### src/rtl/seg_display_pkg.sv
// Shared definitions for the serial 7-segment display driver.
//   state_e      : controller states
//   SEG_*        : fixed segment codes, byte layout {dp,g,f,e,d,c,b,a}, active-high
//   hex_to_seg() : nibble -> segment byte (0-9, A-F), dp always 0
package seg_display_pkg;

  typedef enum logic [2:0] {
    ST_INIT,
    ST_IDLE,
    ST_LOAD,
    ST_SHIFT,
    ST_LATCH
  } state_e;

  localparam logic [7:0] SEG_BLANK = 8'h00;
  localparam logic [7:0] SEG_MINUS = 8'h40;
  localparam logic [7:0] SEG_R     = 8'h50;
  localparam logic [7:0] SEG_E     = 8'h79;

  function automatic logic [7:0] hex_to_seg(input logic [3:0] nib);
    logic [7:0] seg;
    case (nib)
      4'h0: seg = 8'h3F;
      4'h1: seg = 8'h06;
      4'h2: seg = 8'h5B;
      4'h3: seg = 8'h4F;
      4'h4: seg = 8'h66;
      4'h5: seg = 8'h6D;
      4'h6: seg = 8'h7D;
      4'h7: seg = 8'h07;
      4'h8: seg = 8'h7F;
      4'h9: seg = 8'h6F;
      4'hA: seg = 8'h77;
      4'hB: seg = 8'h7C;
      4'hC: seg = 8'h39;
      4'hD: seg = 8'h5E;
      4'hE: seg = 8'h79;
      default: seg = 8'h71;
    endcase
    return seg;
  endfunction

endpackage

### src/rtl/seg_frame_builder.sv
// Combinational frame builder: turns a magnitude, sign flag and error flag
// into the full segment frame for the display chain.
//   i_data   : unsigned magnitude, hex digit i at bits [4i+3:4i]
//   i_neg    : show a minus sign just left of the most significant digit
//   i_error  : show "Err" (overrides data and sign)
//   o_frame  : byte i drives digit i (digit 0 rightmost)
module seg_frame_builder
  import seg_display_pkg::*;
#(
  parameter int DATA_WIDTH = 16,
  parameter int NUM_DIGITS = 5
) (
  input  logic [DATA_WIDTH-1:0]   i_data,
  input  logic                    i_neg,
  input  logic                    i_error,
  output logic [8*NUM_DIGITS-1:0] o_frame
);

  localparam int NIB = DATA_WIDTH / 4;

  int k;  // significant-digit count, never less than 1

  always_comb begin
    k = 1;
    for (int i = 0; i < NIB; i++) begin
      if (i_data[4*i +: 4] != 4'h0) k = i + 1;
    end

    o_frame = '0;
    // A sign that would fall off the left end is unrepresentable -> "Err".
    if (i_error || (i_neg && (k >= NUM_DIGITS))) begin
      o_frame[23:16] = SEG_E;
      o_frame[15:8]  = SEG_R;
      o_frame[7:0]   = SEG_R;
    end else begin
      for (int i = 0; i < NIB; i++) begin
        if (i < k) o_frame[8*i +: 8] = hex_to_seg(i_data[4*i +: 4]);
      end
      if (i_neg) o_frame[8*k +: 8] = SEG_MINUS;
    end
  end

endmodule

### src/rtl/seg_sr_display_driver.sv
// Serial driver for a chain of NUM_DIGITS 7-segment shift registers
// (e.g. 74HC595). After reset it flushes an all-blank frame, then accepts
// one value per handshake and shifts its frame out followed by a latch pulse.
//   clk, rst       : system clock, synchronous active-high reset
//   i_data         : magnitude to display
//   i_data_is_neg  : show minus sign
//   i_error        : show "Err"
//   i_valid        : request; accepted when o_ready=1
//   o_ready        : idle, a request is taken on the next rising edge
//   o_sr_data      : serial data, leftmost digit first, dp bit first
//   o_sr_clk       : shift clock, low then high for CLK_DIV cycles each per bit
//   o_sr_latch     : storage latch, high for CLK_DIV cycles after the last bit
module seg_sr_display_driver
  import seg_display_pkg::*;
#(
  parameter int DATA_WIDTH = 16,
  parameter int NUM_DIGITS = 5,
  parameter int CLK_DIV    = 1
) (
  input  logic                  clk,
  input  logic                  rst,
  input  logic [DATA_WIDTH-1:0] i_data,
  input  logic                  i_data_is_neg,
  input  logic                  i_error,
  input  logic                  i_valid,
  output logic                  o_ready,
  output logic                  o_sr_data,
  output logic                  o_sr_clk,
  output logic                  o_sr_latch
);

  localparam int FRAME_W = 8 * NUM_DIGITS;
  localparam int BIT_W   = $clog2(FRAME_W);
  localparam int DIV_W   = $clog2(CLK_DIV + 1);
  localparam logic [BIT_W-1:0] LAST_BIT = BIT_W'(FRAME_W - 1);
  localparam logic [DIV_W-1:0] DIV_LAST = DIV_W'(CLK_DIV - 1);

  state_e                state_q, state_d;
  logic [FRAME_W-1:0]    sr_q, sr_d;
  logic [BIT_W-1:0]      bit_cnt_q, bit_cnt_d;
  logic [DIV_W-1:0]      div_cnt_q, div_cnt_d;
  logic                  phase_q, phase_d;   // current o_sr_clk level
  logic                  latch_q, latch_d;
  logic                  ready_q, ready_d;
  logic [DATA_WIDTH-1:0] data_q, data_d;
  logic                  neg_q, neg_d;
  logic                  err_q, err_d;
  logic [FRAME_W-1:0]    frame;

  seg_frame_builder #(
    .DATA_WIDTH (DATA_WIDTH),
    .NUM_DIGITS (NUM_DIGITS)
  ) u_frame (
    .i_data  (data_q),
    .i_neg   (neg_q),
    .i_error (err_q),
    .o_frame (frame)
  );

  always_comb begin
    state_d   = state_q;
    sr_d      = sr_q;
    bit_cnt_d = bit_cnt_q;
    div_cnt_d = div_cnt_q;
    phase_d   = phase_q;
    latch_d   = latch_q;
    ready_d   = ready_q;
    data_d    = data_q;
    neg_d     = neg_q;
    err_d     = err_q;

    case (state_q)
      // INIT plays the role of LOAD with a blank frame, so the power-up
      // flush takes exactly as long as a normal transfer.
      ST_INIT: begin
        sr_d      = '0;
        bit_cnt_d = '0;
        div_cnt_d = '0;
        phase_d   = 1'b0;
        state_d   = ST_SHIFT;
      end
      ST_IDLE: begin
        if (i_valid) begin
          data_d  = i_data;
          neg_d   = i_data_is_neg;
          err_d   = i_error;
          ready_d = 1'b0;
          state_d = ST_LOAD;
        end
      end
      ST_LOAD: begin
        sr_d      = frame;
        bit_cnt_d = '0;
        div_cnt_d = '0;
        phase_d   = 1'b0;
        state_d   = ST_SHIFT;
      end
      ST_SHIFT: begin
        if (div_cnt_q == DIV_LAST) begin
          div_cnt_d = '0;
          if (!phase_q) begin
            phase_d = 1'b1;
          end else begin
            // End of bit: drop the clock and present the next bit together,
            // the register already sampled on the rising edge.
            phase_d = 1'b0;
            sr_d    = {sr_q[FRAME_W-2:0], 1'b0};
            if (bit_cnt_q == LAST_BIT) begin
              bit_cnt_d = '0;
              latch_d   = 1'b1;
              state_d   = ST_LATCH;
            end else begin
              bit_cnt_d = bit_cnt_q + 1'b1;
            end
          end
        end else begin
          div_cnt_d = div_cnt_q + 1'b1;
        end
      end
      ST_LATCH: begin
        if (div_cnt_q == DIV_LAST) begin
          div_cnt_d = '0;
          latch_d   = 1'b0;
          ready_d   = 1'b1;
          state_d   = ST_IDLE;
        end else begin
          div_cnt_d = div_cnt_q + 1'b1;
        end
      end
      default: state_d = ST_INIT;
    endcase
  end

  always_ff @(posedge clk) begin
    if (rst) begin
      state_q   <= ST_INIT;
      sr_q      <= '0;
      bit_cnt_q <= '0;
      div_cnt_q <= '0;
      phase_q   <= 1'b0;
      latch_q   <= 1'b0;
      ready_q   <= 1'b0;
      data_q    <= '0;
      neg_q     <= 1'b0;
      err_q     <= 1'b0;
    end else begin
      state_q   <= state_d;
      sr_q      <= sr_d;
      bit_cnt_q <= bit_cnt_d;
      div_cnt_q <= div_cnt_d;
      phase_q   <= phase_d;
      latch_q   <= latch_d;
      ready_q   <= ready_d;
      data_q    <= data_d;
      neg_q     <= neg_d;
      err_q     <= err_d;
    end
  end

  // The shift register shifts in zeros, so its MSB is 0 outside SHIFT.
  assign o_sr_data  = sr_q[FRAME_W-1];
  assign o_sr_clk   = phase_q;
  assign o_sr_latch = latch_q;
  assign o_ready    = ready_q;

endmodule

### config.mk
export PLATFORM = sky130hd
export DESIGN_NAME = seg_sr_display_driver
export DESIGN_NICKNAME = d
export VERILOG_FILES = /design/src/rtl/seg_display_pkg.sv /design/src/rtl/seg_frame_builder.sv /design/src/rtl/seg_sr_display_driver.sv
export SDC_FILE = /design/constraint.sdc
export NUM_CORES = 1
export LEC_CHECK = 0
export CORE_MARGIN = 3
export CORE_UTILIZATION = 25
export CTS_BUF_LIST = sky130_fd_sc_hd__clkbuf_8
export CTS_CLUSTER_SIZE = 12
export DETAILED_ROUTE_END_ITERATION = 12
export PLACE_DENSITY_LB_ADDON = 0.15
export SLEW_MARGIN = 0
export SYNTH_ARGS = -nofsm -noshare
export SYNTH_HDL_FRONTEND = slang
export SYNTH_HIERARCHICAL = 1
export SYNTH_SLANG_ARGS = --single-unit
### constraint.sdc
create_clock -name clk -period 1.9 [get_ports clk]
set_input_delay 0.38 -clock clk [delete_from_list [all_inputs] [get_ports clk]]
set_output_delay 0.38 -clock clk [all_outputs]
set_load 0.01 [all_outputs]
==> qor.yml <==
placement:
  place_congestion: 0.800
  hpwl_um: 7890
  post-place-ws_ns: -0.213
  port_buffers: 24
routing:
  dr_wl_met3_um: 407
  dr_wl_met2_um: 5550
  drtIter0Drc: 210
  ant_nets: 0
  highest_layer: "met4"
  drt-met1-wl_um: 6110
  drtPass1Iterations: 4
  route.detailed.drc: 0
  viasPerCell: 5.01
  routedWlPerCell_um: 15.6
final_layout:
  clock_buffers: 10
  sh_comb_area_pct: 51.4
  buffers: 67
  clkCellAreaFrac_pct: 4.53
  regArea_um2: 1400
  fillerInstances: 1843
  seq_share_pct: 25.6
  diodes: 0
  logic_area_um2: 2810
  drive_gt1_share_pct: 20.9
  fin_nets: 597
  nNonClkInverters: 18
  non_clock_buffer_area_share_pct: 12.0
  logic_gate_count: 383
  mostFrequentLayoutCells: "dfxtp_1, a21oi_1, nand2_1"
  synthToLayoutAreaGrowth_pct: 23.6
run:
  drv_cap: 0
  warning_count: 47
setup_path:
  crit_cells: 1
  critPathMaxFanout: 6
  critPathKind: "reg2out"
  ff2ff_path_depth: 7
  crit_end: "o_sr_clk"
  crit_family: "buffers and inverters"
  critical_path_arrival_ns: 1.43
  critPathMaxStageDelay_ns: 0.60
  cp.required_ns: 1.52
  startpoint_type: "register"
  crit_start: "o_sr_clk"
  timing.rr.start: "data_q[13]"
  rrSetupSlack_ns: 0.13
  end_kind: "output pin"
  path_buffers: 1
  reg2reg_to: "sr_q[22]"
clock_tree:
  h-tree-depth: 3
  clk_pin_slew_ns: 0.08
  clk_root_buffer_cell: "clkbuf_8"
  cts_resized: 4
  cts_setup_buffers: 0
  cts_hold_buf: 0
  cts_sinks: 70
  clk_latency_ns: 0.36
  cts_tree: "yes"
  cts_max_path_buffers: 2
yosys:
  topCellsByArea: "dfxtp_1, ha_1, a21oi_1"
  mux_share_pct: 4.83
  yosys.cell_count.top_type: "dfxtp_1"
  top_cells_by_count: "dfxtp_1, a21oi_1, nand2_1, a22oi_1, a211oi_1"
  yosysWarnings: 6
  synth-adder-area-share_pct: 7.63
  synth_area_per_cell_um2: 8.55
  synth.yosys.chip_area_um2: 4430
  top_cell_area_share_pct: 31.7
  synth.distinct_cells: 64
  top_logic_kind: "AND-OR/OR-AND gates"
  aoi_share_pct: 32.6
  postSynthSeqShare_pct: 31.7
  async_flop_share_pct: 0
  ys_sh_simple_pct: 14.4
  yosys.area.top_type: "dfxtp_1"
  enable_flop_cells: 0
  yosys_register_bits: 70
  syn_area_um2: 4430
  ys_cells: 518
  syn-instance-count: 518
  synthFlopType: "dfxtp_1"
floorplanning:
  die_h_um: 139
  core_um2: 17300
  die_x_um: 139
  die-area_um2: 19300
  io_pins: 25
  fp_util_pct: 25.6
  taps: 225
power:
  p_per_area_nw_per_um2: 718
  leakage_uw: 0.00195
  p_comb_share_pct: 20.2
  pwr.group.combinational_uw: 794
  seq_power_uw: 1610
  swShare_pct: 27.8
  irDropWorstVdd_v: 0.000317
  p_clk_share_pct: 38.8
  p_int_uw: 2840
  seqPwrFrac_pct: 41.0
  power.group.top: "sequential cells"
  p_switching_uw: 1090
  clock_power_uw: 1520
global_route:
  grt.overflow.total: 0
  grt_pass1_wl_um: 20700
  use_met1_pct: 17.9
  grt.busiest_layer: "met2"
  grt_max_degree: 59
  antenna_found_initial: 0
  met3_usage_pct: 3.41
  gr-usage-all-layers_pct: 12.9
  grt_pass1_vias: 3973
min_path:
  hp-start: "rst"
  whs_endpoint: "state_q[2]"
  hp-class: "in2reg"
  min_path_cells: 2
final_timing:
  post-route-min-period_ns: 1.81
  setup_ws_ns: 0.0877
  fin_crit_sh_pct: 95.4
  setup-tns-final_ns: 0
  max_freq_mhz: 552
  finalHoldViolCount: 0
  drv_slew: 0
  rsz0062_at_grt: "true"
  setup_viol: 0
  hold_ws_ns: 0.378
run_status:
  status: "complete, no violations"
-- per-stage QoR --
step | cells | cell area [µm²] | utilization [%]
floorplan | 531 | 4480 | -
global placement | 763 | 5110 | 29.5
detailed placement | 763 | 5110 | 29.5
CTS | 779 | 5370 | 31.1
global route | 779 | 5470 | 31.6
finish | 779 | 5470 | 31.6
-- logic make-up (layout without fill, tap and decap cells) --
family                     count (synthesis)  in the layout
AOI/OAI and AO/OA                        205            205
adders and majority gates                 27             27
buffers and inverters                     78            101
DFF                                       70             70
muxes                                     18             18
other                                      2             15
and+or+nand+nor                          118            118
-- flip-flops by register name, summed over array words and instances, names as in the netlist, 3 cells and up --
signal and count:
state_q 3, sr_q 40, bit_cnt_q 6, data_q 16
**M3 wires**

Scale: 2 px per µm.
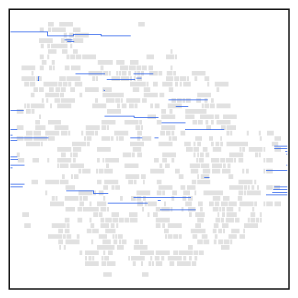
- wire length on this layer: 407 µm
- share of all routed wire: 3.4%
- main direction: horizontal
- nets with wire on the layer: 33
- longest straight run: 28.5 µm

**Met2 routing**

Scale: 2 px per µm.
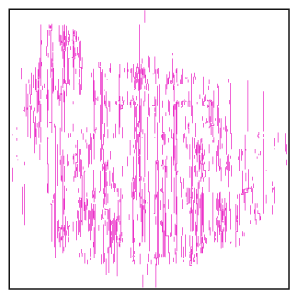
- wire length on this layer: 5550 µm
- main direction: vertical
- share of all routed wire: 46%
- nets with wire on the layer: 455
- longest straight run: 66.0 µm
total wire length: 12200 µm
routed via count: 3906
met2 Track Usage GR: 20.3%

**Routed metal, one color a layer**

Scale: 3 px per µm.
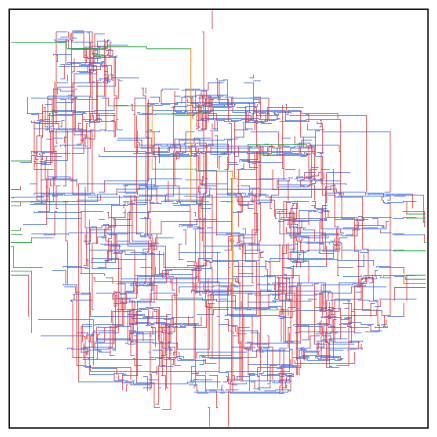
- met2: red (wire length 5550 µm)
- met3: green (wire length 407 µm)
- met1: blue (wire length 6110 µm)
- met4: orange (wire length 116 µm)

Power and IR drop assume default switching activity.
